**config.mk**
```make
export PLATFORM = sky130hd
export DESIGN_NAME = mips_cpu_regfile_ctrl_flat
export DESIGN_NICKNAME = d
export VERILOG_FILES = /design/src/rtl/mips_cpu_regfile_ctrl_pkg.sv /design/src/rtl/mips_cpu_regfile_ctrl_if.sv /design/src/rtl/mips_cpu_regfile_ctrl_arbiter.sv /design/src/rtl/mips_cpu_regfile_ctrl.sv /design/src/flat_wrapper.sv
export SDC_FILE = /design/constraint.sdc
export NUM_CORES = 1
export LEC_CHECK = 0
export CAP_MARGIN = 30
export CORE_MARGIN = 4
export CORE_UTILIZATION = 45
export DETAILED_ROUTE_END_ITERATION = 8
export PLACE_DENSITY_LB_ADDON = 0.05
export SLEW_MARGIN = 20
export SYNTH_ARGS = -nofsm -noshare
export SYNTH_HDL_FRONTEND = slang
export SYNTH_HIERARCHICAL = 1
export SYNTH_SLANG_ARGS = --single-unit
```
**constraint.sdc**
```tcl
create_clock -name clk -period 4.2 [get_ports clk]
set_clock_uncertainty 0.1 [all_clocks]
set_input_delay 0.84 -clock clk [delete_from_list [all_inputs] [get_ports clk]]
set_output_delay 0.84 -clock clk [all_outputs]
set_load 0.05 [all_outputs]
```
**src/rtl/mips_cpu_regfile_ctrl_pkg.sv**
```systemverilog
// Shared types and constants for the register-file write-port controller.
// Requester indices fix the writeback priority slots: ALU, load return, link.
package mips_cpu_ctrl_pkg;

    typedef logic [4:0] regaddr_t;

    localparam int       REQ_ALU  = 0;
    localparam int       REQ_LOAD = 1;
    localparam int       REQ_LINK = 2;
    localparam regaddr_t REG_ZERO = 5'd0;

endpackage

```
**src/rtl/mips_cpu_regfile_ctrl_if.sv**
```systemverilog
// Bundle of issue, read-hazard, writeback-request and register-file write signals.
// The master side belongs to the pipeline; the slave side is the controller.
interface mips_cpu_regfile_ctrl_if
    import mips_cpu_ctrl_pkg::*;
#(
    parameter int NREQ = 3,
    parameter int DW   = 32
);

    logic              issue_valid;
    regaddr_t          issue_dest;
    logic              issue_ready;
    regaddr_t          rdAddrA;
    regaddr_t          rdAddrB;
    logic              stallA;
    logic              stallB;
    logic [NREQ-1:0]   req_valid;
    logic [NREQ*5-1:0] req_addr;
    logic [NREQ*DW-1:0] req_data;
    logic [NREQ-1:0]   req_ready;
    logic              write;
    regaddr_t          wrAddr;
    logic [DW-1:0]     wrData;
    logic [31:0]       busy_vec;

    modport master (
        output issue_valid, issue_dest, rdAddrA, rdAddrB,
               req_valid, req_addr, req_data,
        input  issue_ready, stallA, stallB, req_ready,
               write, wrAddr, wrData, busy_vec
    );

    modport slave (
        input  issue_valid, issue_dest, rdAddrA, rdAddrB,
               req_valid, req_addr, req_data,
        output issue_ready, stallA, stallB, req_ready,
               write, wrAddr, wrData, busy_vec
    );

endinterface

```
**src/rtl/mips_cpu_regfile_ctrl_arbiter.sv**
```systemverilog
// Combinational round-robin arbiter: searches from the requester after `last`
// and grants the first valid one, so every requester waits at most NREQ-1 grants.
module mips_cpu_rr_arbiter #(
    parameter int NREQ = 3,
    parameter int LW   = 2
) (
    input  logic [NREQ-1:0] req,
    input  logic [LW-1:0]   last,
    output logic [NREQ-1:0] grant
);

    logic          found;
    logic [LW-1:0] idx;

    always_comb begin
        grant = '0;
        found = 1'b0;
        idx   = '0;
        for (int k = 1; k <= NREQ; k++) begin
            idx = LW'((int'(last) + k) % NREQ);
            if (!found && req[idx]) begin
                grant[idx] = 1'b1;
                found      = 1'b1;
            end
        end
    end

endmodule

```
**src/rtl/mips_cpu_regfile_ctrl.sv**
```systemverilog
// Register-file write-port controller: round-robin writeback arbitration,
// a registered write port, and a busy scoreboard that drives decode stalls.
module mips_cpu_regfile_ctrl
    import mips_cpu_ctrl_pkg::*;
#(
    parameter int NREQ = 3,
    parameter int DW   = 32
) (
    input  logic                     clk,
    input  logic                     reset,
    mips_cpu_regfile_ctrl_if.slave   bus
);

    localparam int LW = (NREQ > 1) ? $clog2(NREQ) : 1;

    logic [LW-1:0]   last;
    logic [NREQ-1:0] arbGrant;
    logic [NREQ-1:0] grant;
    logic            anyGrant;
    logic [LW-1:0]   grantIdx;
    regaddr_t        grantAddr;
    logic [DW-1:0]   grantData;
    logic [31:0]     busy;
    logic [31:0]     busyNext;
    logic            write;
    regaddr_t        wrAddr;
    logic [DW-1:0]   wrData;
    logic            issueReady;

    mips_cpu_rr_arbiter #(
        .NREQ (NREQ),
        .LW   (LW)
    ) u_arb (
        .req   (bus.req_valid),
        .last  (last),
        .grant (arbGrant)
    );

    assign grant    = reset ? '0 : arbGrant;
    assign anyGrant = |grant;

    always_comb begin
        grantIdx  = '0;
        grantAddr = REG_ZERO;
        grantData = '0;
        for (int i = 0; i < NREQ; i++) begin
            if (grant[i]) begin
                grantIdx  = LW'(i);
                grantAddr = bus.req_addr[5*i +: 5];
                grantData = bus.req_data[DW*i +: DW];
            end
        end
    end

    // A busy register cannot be re-issued, even while its write is in flight;
    // this is what keeps a same-cycle clear and set from losing the new set.
    assign issueReady = !reset && !(busy[bus.issue_dest] && bus.issue_dest != REG_ZERO);

    always_comb begin
        busyNext = busy;
        if (write) begin
            busyNext[wrAddr] = 1'b0;
        end
        if (bus.issue_valid && issueReady && bus.issue_dest != REG_ZERO) begin
            busyNext[bus.issue_dest] = 1'b1;
        end
        busyNext[0] = 1'b0;
    end

    always_ff @(posedge clk) begin
        if (reset) begin
            busy   <= '0;
            last   <= LW'(NREQ - 1);
            write  <= 1'b0;
            wrAddr <= REG_ZERO;
            wrData <= '0;
        end else begin
            busy  <= busyNext;
            write <= 1'b0;
            if (anyGrant) begin
                last   <= grantIdx;
                write  <= (grantAddr != REG_ZERO);
                wrAddr <= grantAddr;
                wrData <= grantData;
            end
        end
    end

    assign bus.issue_ready = issueReady;
    assign bus.stallA      = !reset && bus.rdAddrA != REG_ZERO && busy[bus.rdAddrA];
    assign bus.stallB      = !reset && bus.rdAddrB != REG_ZERO && busy[bus.rdAddrB];
    assign bus.req_ready   = grant;
    assign bus.write       = write;
    assign bus.wrAddr      = wrAddr;
    assign bus.wrData      = wrData;
    assign bus.busy_vec    = busy;

endmodule

```
**src/flat_wrapper.sv**
```systemverilog
// flat-port wrapper written by rule: the top's interface ports become plain ports
module mips_cpu_regfile_ctrl_flat import mips_cpu_ctrl_pkg::*;
#(
    parameter int NREQ = 3,
    parameter int DW   = 32
)
  (clk, reset, bus_issue_valid, bus_issue_dest, bus_rdAddrA, bus_rdAddrB, bus_req_valid, bus_req_addr, bus_req_data, bus_issue_ready, bus_stallA, bus_stallB, bus_req_ready, bus_write, bus_wrAddr, bus_wrData, bus_busy_vec);
  mips_cpu_regfile_ctrl_if #(.NREQ(NREQ), .DW(DW)) bus_i ();
  input  logic clk;
  input  logic reset;
  input wire logic [$bits(bus_i.issue_valid)-1:0] bus_issue_valid;
  input wire logic [$bits(bus_i.issue_dest)-1:0] bus_issue_dest;
  input wire logic [$bits(bus_i.rdAddrA)-1:0] bus_rdAddrA;
  input wire logic [$bits(bus_i.rdAddrB)-1:0] bus_rdAddrB;
  input wire logic [$bits(bus_i.req_valid)-1:0] bus_req_valid;
  input wire logic [$bits(bus_i.req_addr)-1:0] bus_req_addr;
  input wire logic [$bits(bus_i.req_data)-1:0] bus_req_data;
  output wire logic [$bits(bus_i.issue_ready)-1:0] bus_issue_ready;
  output wire logic [$bits(bus_i.stallA)-1:0] bus_stallA;
  output wire logic [$bits(bus_i.stallB)-1:0] bus_stallB;
  output wire logic [$bits(bus_i.req_ready)-1:0] bus_req_ready;
  output wire logic [$bits(bus_i.write)-1:0] bus_write;
  output wire logic [$bits(bus_i.wrAddr)-1:0] bus_wrAddr;
  output wire logic [$bits(bus_i.wrData)-1:0] bus_wrData;
  output wire logic [$bits(bus_i.busy_vec)-1:0] bus_busy_vec;
  assign bus_i.issue_valid = bus_issue_valid;
  assign bus_i.issue_dest = bus_issue_dest;
  assign bus_i.rdAddrA = bus_rdAddrA;
  assign bus_i.rdAddrB = bus_rdAddrB;
  assign bus_i.req_valid = bus_req_valid;
  assign bus_i.req_addr = bus_req_addr;
  assign bus_i.req_data = bus_req_data;
  assign bus_issue_ready = bus_i.issue_ready;
  assign bus_stallA = bus_i.stallA;
  assign bus_stallB = bus_i.stallB;
  assign bus_req_ready = bus_i.req_ready;
  assign bus_write = bus_i.write;
  assign bus_wrAddr = bus_i.wrAddr;
  assign bus_wrData = bus_i.wrData;
  assign bus_busy_vec = bus_i.busy_vec;
  mips_cpu_regfile_ctrl #(.NREQ(NREQ), .DW(DW)) u_core (.clk(clk), .reset(reset), .bus(bus_i));
endmodule
```
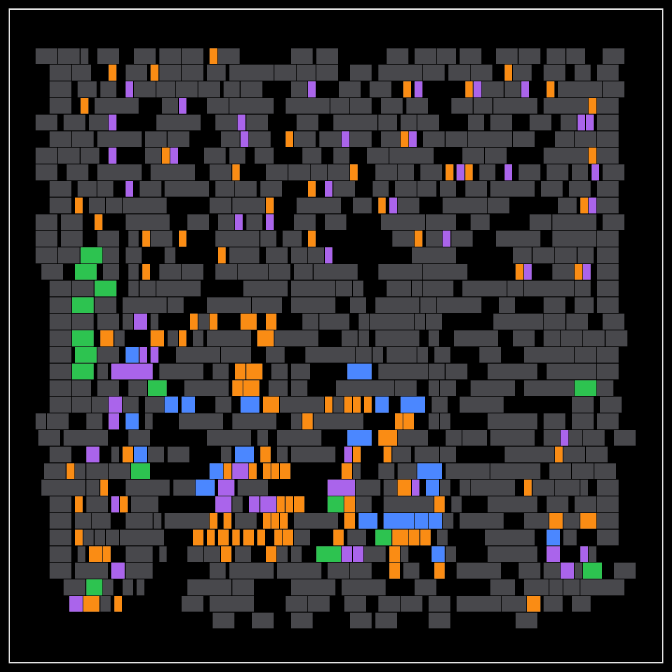
Figure 1: run 1, gate families picked out.
green -> AND-OR and OR-AND gates  # cells 15
blue -> AND and OR gates  # cells 21
orange -> NAND gates  # cells 105, where widely spread
purple -> NOR gates  # cells 52, where widely spread

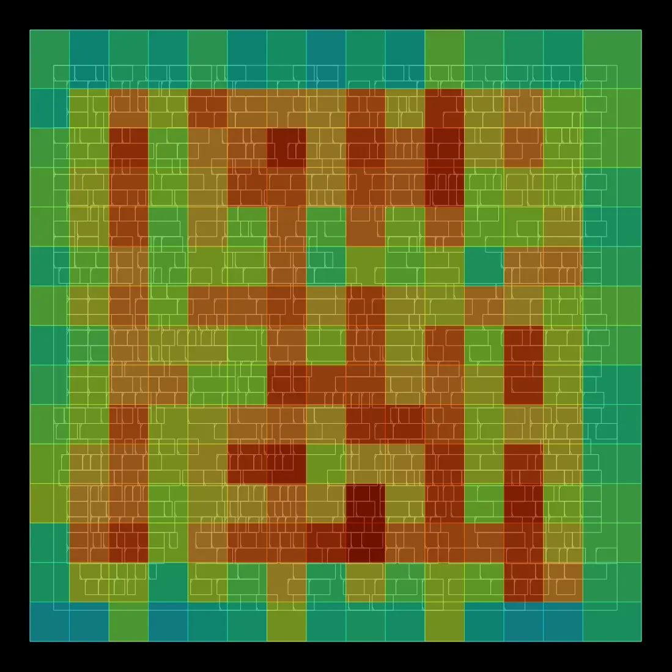
Figure 2: run 1, track usage over the die.
met1 track demand over resource in global routing: 0.325
layer with the highest usage: met2

==> notes.md, run 1 <==
Observations from the implementation run.

Outcome:
- The flow ran to the end, and the final reports show no timing, DRC or antenna violations.

Floorplan:
- The floorplan step set the die height to 107 µm.
- The total area inside the core boundary comes to 9370 µm².
- The run puts the number of I/O pins at 208.

Power and ir drop:
- The share of total power dissipated in the clock network is 0.134.
- The run gives the power per unit of standard cell area as 559 nW/µm².

Global routing:
- The via count of the first global-routing pass was 4943.
- The run puts the initial antenna violation count at 0.
- The run puts the global-route usage over all layers at 0.270.
- The run gives the met2 global-route usage as 0.458.
- On met3, the global router reports a usage of 0.0855.

Critical path:
- The run gives the kind of end point of the critical path as an output port.
- For the worst reg-to-reg path, the startpoint reported by OpenROAD is u_core/last[0]$_SDFFE_PP0N_.
- The launch point of the critical path was reported as bus_issue_dest[0].

Hold path:
- The run puts the number of cells on the worst hold path at 2.

Place:
- At the end of routability-driven placement, the weighted congestion stood at 0.916.

Logic synthesis:
- The post-synth count of flops with an enable pin is 0.
- The run gives the share of synthesized registers carrying an async set or reset as 0.
- The run gives the dominant register cell as dfxtp_1.
- The run gives the number of cells in the yosys synthesis report as 505.

Clock tree:
- The run gives the insertion delay to the later sink of the worst-skew pair as 0.33 ns.

Routing:
- The run puts the residual antenna-violating net count after detailed routing at 0.

STA:
- The final timing report lists a max-slew violation count of 0.
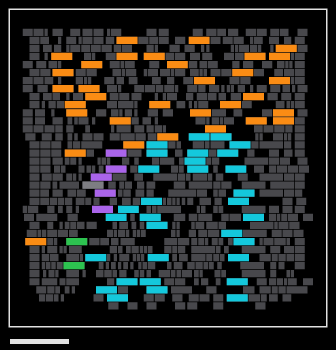
Figure 3: run 1, sequential cells colored by netlist name.
Scale bar: 20 µm.
green -> u_core/last  # placed flops 2
orange -> u_core/bus.wrData  # placed flops 32
purple -> u_core/bus.wrAddr  # placed flops 5
cyan -> u_core/bus.busy_vec  # placed flops 31

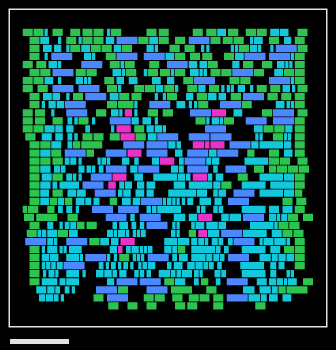
Figure 4: run 1, cells colored by class.
Scale bar: 20 µm.
magenta -> clock drivers and dummy loads  # cells 16, share of their area 2.8%
cyan -> combinational and other logic  # cells 391, share of their area 42%
blue -> flops  # cells 71, share of their area 22%
green -> other buffers and delay cells  # cells 219, share of their area 33%

-- run 1: state kept, by name, summed over array words and instances, names as in the netlist --
name and cells:
u_core/bus.wrAddr 5, u_core/bus.busy_vec 31, u_core/bus.wrData 32, u_core/bus.write 1, u_core/last 2
-- run 1: worst min-delay path, delay by kind of cell (launching register included) --
kind	cells	cell delay (ns)
AOI/OAI and AO/OA	1	0.05
and+or+nand+nor	1	0.05
DFF	1	0.31
-- run 1: synthesized netlist by cell type (all sizes together) (2+ instances only) --
master | number | area [µm²]
o22ai | 4 | 25.0
or4 | 2 | 22.5
nor4 | 2 | 12.5
mux4 | 17 | 387
mux2i | 13 | 130
clkbuf | 23 | 86.3
nand2 | 65 | 244
nor2 | 36 | 135
or3b | 2 | 17.5
o21ai | 33 | 180
nor3 | 4 | 20.0
nor3b | 5 | 48.8
o2bb2ai | 4 | 41.3
and2 | 3 | 18.8
a221oi | 31 | 272
mux2 | 8 | 90.1
nand3 | 25 | 125
a31oi | 2 | 12.5
a221o | 7 | 70.1
nand3b | 8 | 60.1
and3b | 2 | 17.5
dfxtp | 71 | 1420
o211ai | 22 | 165
ha | 4 | 50.1
o31ai | 6 | 45.0
and3 | 3 | 18.8
or3 | 7 | 53.8
buf | 20 | 123
nor2b | 5 | 31.3
inv | 11 | 41.3
nand2b | 5 | 31.3
a21o | 2 | 15.0
a21oi | 10 | 50.1
a211oi | 28 | 210
-- run 1: stage by stage --
step / instances / hold slack, ns / area (µm²)
2_1_floorplan: 505 / 0.384 / 4400
4_1_cts: 826 / 0.359 / 6740
3_5_place_dp: 810 / 0.347 / 6550
3_3_place_gp: 809 / 0.343 / 6540
6_report: 826 / 0.359 / 6740
5_1_grt: 826 / 0.389 / 6740
-- run 1: power by group through the flow --
stage	logic, mW	clock network, mW	registers, mW
finish	2.30	0.504	0.963
global route	2.47	0.541	0.990
CTS	2.29	0.512	0.962
detailed placement	2.28	0	0.977
global placement	2.22	0	0.970
floorplan	1.08	0	1.45
-- run 1: cells by family after synthesis --
family | Yosys count | synth area share
adders and majority gates | 4 | 0.0114
buffers and inverters | 55 | 0.0578
other | 1 | 0.000853
and+or+nand+nor | 178 | 0.203
DFF | 71 | 0.323
muxes | 38 | 0.138
AOI/OAI and AO/OA | 158 | 0.266
-- run 1: metal layers --
metal  share of wire  vias up
li1                -     2304
met1            0.38     2332
met2            0.48      290
met3            0.12       32
met4           0.020        0
met5               0        -
-- run 1: cell type report --
class | instances | area [µm²]
clock buffer | 10 | 138
clock inverter | 6 | 45.0
fill | 771 | 2640
inverter | 12 | 45.0
multi-input combinational | 379 | 2730
sequential | 71 | 1420
tap | 129 | 161
timing repair buffer | 219 | 2200
-- run 1: layout by cell type, fill, tap and decap left out, drive strengths merged, types with 3 or more instances in the layout --
master	n
nor3	4
a211oi	28
o31ai	6
mux4	17
nor3b	5
nor2b	5
a221o	7
dfxtp	71
nand2b	5
o2bb2ai	4
and3	3
o22ai	4
nand3	25
a221oi	31
ha	4
nand3b	8
clkbuf	10
nand2	65
a21oi	10
buf	20
clkinv	4
inv	12
and2	3
clkdlybuf4s50	199
o21ai	33
or3	7
mux2	8
o211ai	22
mux2i	13
nor2	36
==> run 1 -> run 2 <==
Settings changed: CORE_MARGIN 4 to 2.
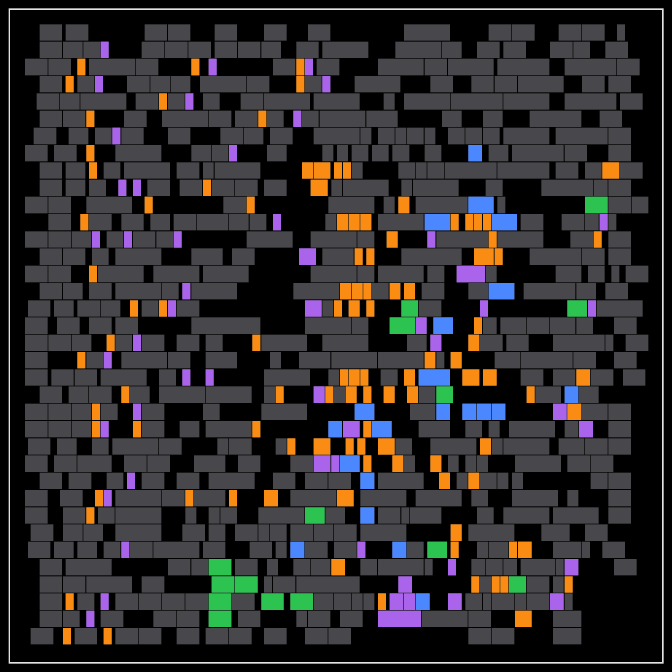
Figure 5: run 2, gate families picked out.
green -> AND-OR and OR-AND gates  # cells 15
orange -> NAND gates  # cells 105
purple -> NOR gates  # cells 52, where widely spread
blue -> AND and OR gates  # cells 21
logic gate fraction of the total cell area: 0.404
final instance count without filler cells: 828
dominant logic cell type in the layout: clkdlybuf4s50_1

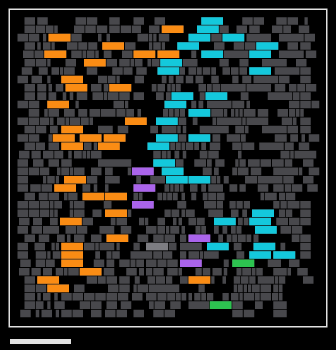
Figure 6: run 2, sequential cells colored by netlist name.
Scale bar: 20 µm.
cyan -> u_core/bus.busy_vec  # placed flops 31
purple -> u_core/bus.wrAddr  # placed flops 5, where center
green -> u_core/last  # placed flops 2
orange -> u_core/bus.wrData  # placed flops 32
not colored = 1

==> notes.md, run 2 <==
Observations from the implementation run.

Final layout:
- The run gives the flip-flop count of the largest register after layout as 32.
- The run gives the fraction of final layout cells sized beyond drive strength 1 as 0.108.
- Ranked by flip-flop count, first place goes to u_core/bus.wrData.
- The run gives the synthesis-to-finish area growth as 53.8%.
- After filler insertion, the fill cell instance count of the layout stands at 788.

STA:
- The run gives the worst hold margin as 0.366 ns.
- The run gives the remaining max-slew budget at the tightest pin as 0.507.
- The run gives the number of slew-limit violations in the final report as 0.

Critical path:
- OpenSTA lists the critical path startpoint as bus_issue_dest[0].
- The run gives the launch instance of the worst register-to-register path as u_core/last[0]$_SDFFE_PP0N_.
- The run gives the kind of end point of the critical path as an output port.

Logic synthesis:
- The run gives the number of register bits inferred by synthesis as 71.
- The commonest register cell is dfxtp_1.
- The run puts the fraction of synthesized cell area taken by the top area cell type at 0.323.
- In the synthesized netlist, the dominant kind of combinational cell is AND-OR/OR-AND gates.
- In this run, synthesis inferred 0 flip-flops with an integrated enable.
- The run gives the number of cells in the yosys synthesis report as 505.
- Looking at the gate-level netlist, the highest instance count belongs to dfxtp_1.
- The run puts the adder-cell share of the synthesized area at 0.0114.
- Per the synthesis report, the simple-gate share of the synthesized area is 0.203.
- The run puts the area fraction in xor and xnor cells at 0.
- The run puts the portion of netlist area occupied by mux cells at 0.138.
- The cell-mix breakdown from Yosys lists the compound-gate area share as 0.266.

Floorplan:
- According to the floorplan report, the placeable core area is 9640 µm².
- 208 I/O pins were placed.
- The run gives the die height as 103 µm.

Global routing:
- The run gives the global-route usage over all layers as 0.296.
- The run puts the via count of the first global-routing pass at 4969.
- The run puts the initial antenna violation count at 0.

Clock tree:
- The run gives the cell chosen for the clock root as clkbuf_8.
- The skew report gives the latency at the later pin of the worst-skew pair as 0.34 ns.

Place:
- The run gives the final RePlAce weighted congestion as 0.932.

Hold path:
- The run gives the origin of the worst min-delay path as u_core/bus.wrData[31]$_SDFFE_PP0N_.

Outcome:
- The run finished with clean final reports.

Routing:
- The run gives the average detailed-routed wire length per instance as 18.9 µm.

Power and ir drop:
- The run gives the portion of total power attributed to the clock network as 0.142.
- The run puts the power per unit of standard cell area at 563 nW/µm².
==> run 2: netlist changes by cell type in the layout (fill, tap and decap cells not counted), sizes merged <==
cell	before	now
bufinv	0	1
buf	20	18
inv	12	11
==> run 2: cell type report <==
type	count	area [µm²]	share of cell area
Clock buffer	10	138	0.0204
Clock inverter	6	60.1	0.00888
Inverter	12	45.0	0.00666
Multi-Input combinational cell	379	2730	0.404
Sequential cell	71	1420	0.210
Tap cell	133	166	0.0246
Timing Repair Buffer	217	2200	0.326
==> run 2: per-stage QoR <==
| step | power [mW] | util | setup slack [ns] | area, µm² |
|---|---|---|---|---|
| floorplan | 2.53 | - | 0.451 | 4400 |
| CTS | 3.79 | 0.697 | 0.350 | 6720 |
| detailed placement | 3.24 | 0.677 | 0.225 | 6520 |
| global placement | 3.20 | 0.677 | 0.371 | 6520 |
| global route | 4.04 | 0.701 | 0.237 | 6760 |
| finish | 3.80 | 0.701 | 0.347 | 6760 |
==> run 2: per-layer routing <==
| metal | wire [µm] | GRT usage |
|---|---|---|
| met4 | 378 | 0.121 |
| met5 | 0 | 0 |
| met1 | 5950 | 0.338 |
| met2 | 7900 | 0.527 |
| met3 | 1420 | 0.0766 |
==> run 2: path summary, 6_finish.rpt <==
check                                                          end  slack (ns)  cells after the start
worst max register to register  u_core/bus.wrData[16]$_SDFFE_PP0N_        0.97                     10
worst max-delay path                               bus_issue_ready        0.35                      6
worst min-delay path            u_core/bus.wrData[31]$_SDFFE_PP0N_        0.37                      2
worst min register to register  u_core/bus.wrData[31]$_SDFFE_PP0N_        0.37                      2
==> run 2: cells by family after synthesis <==
kind of cell,Yosys count
mux,38
other cells,1
buf+inv,55
simple gates,178
flops,71
compound gates,158
fa+ha+maj,4
==> run 2: critical path, stage by stage <==
cell             delay, ns
clkdlybuf4s50_1       0.68
mux4_1                0.64
nand2_1               0.10
a21oi_1               0.08
nor4_2                0.38
buf_12                0.19
==> run 2: power by group through the flow <==
| stage | clock [mW] | combinational, mW | sequential [mW] |
|---|---|---|---|
| after floorplan | 0 | 1.08 | 1.45 |
| after global placement | 0 | 2.23 | 0.968 |
| after detailed placement | 0 | 2.26 | 0.979 |
| after CTS | 0.552 | 2.27 | 0.967 |
| after global routing | 0.581 | 2.46 | 0.994 |
| final | 0.541 | 2.30 | 0.966 |
Power is estimated from default activity; no workload was simulated.
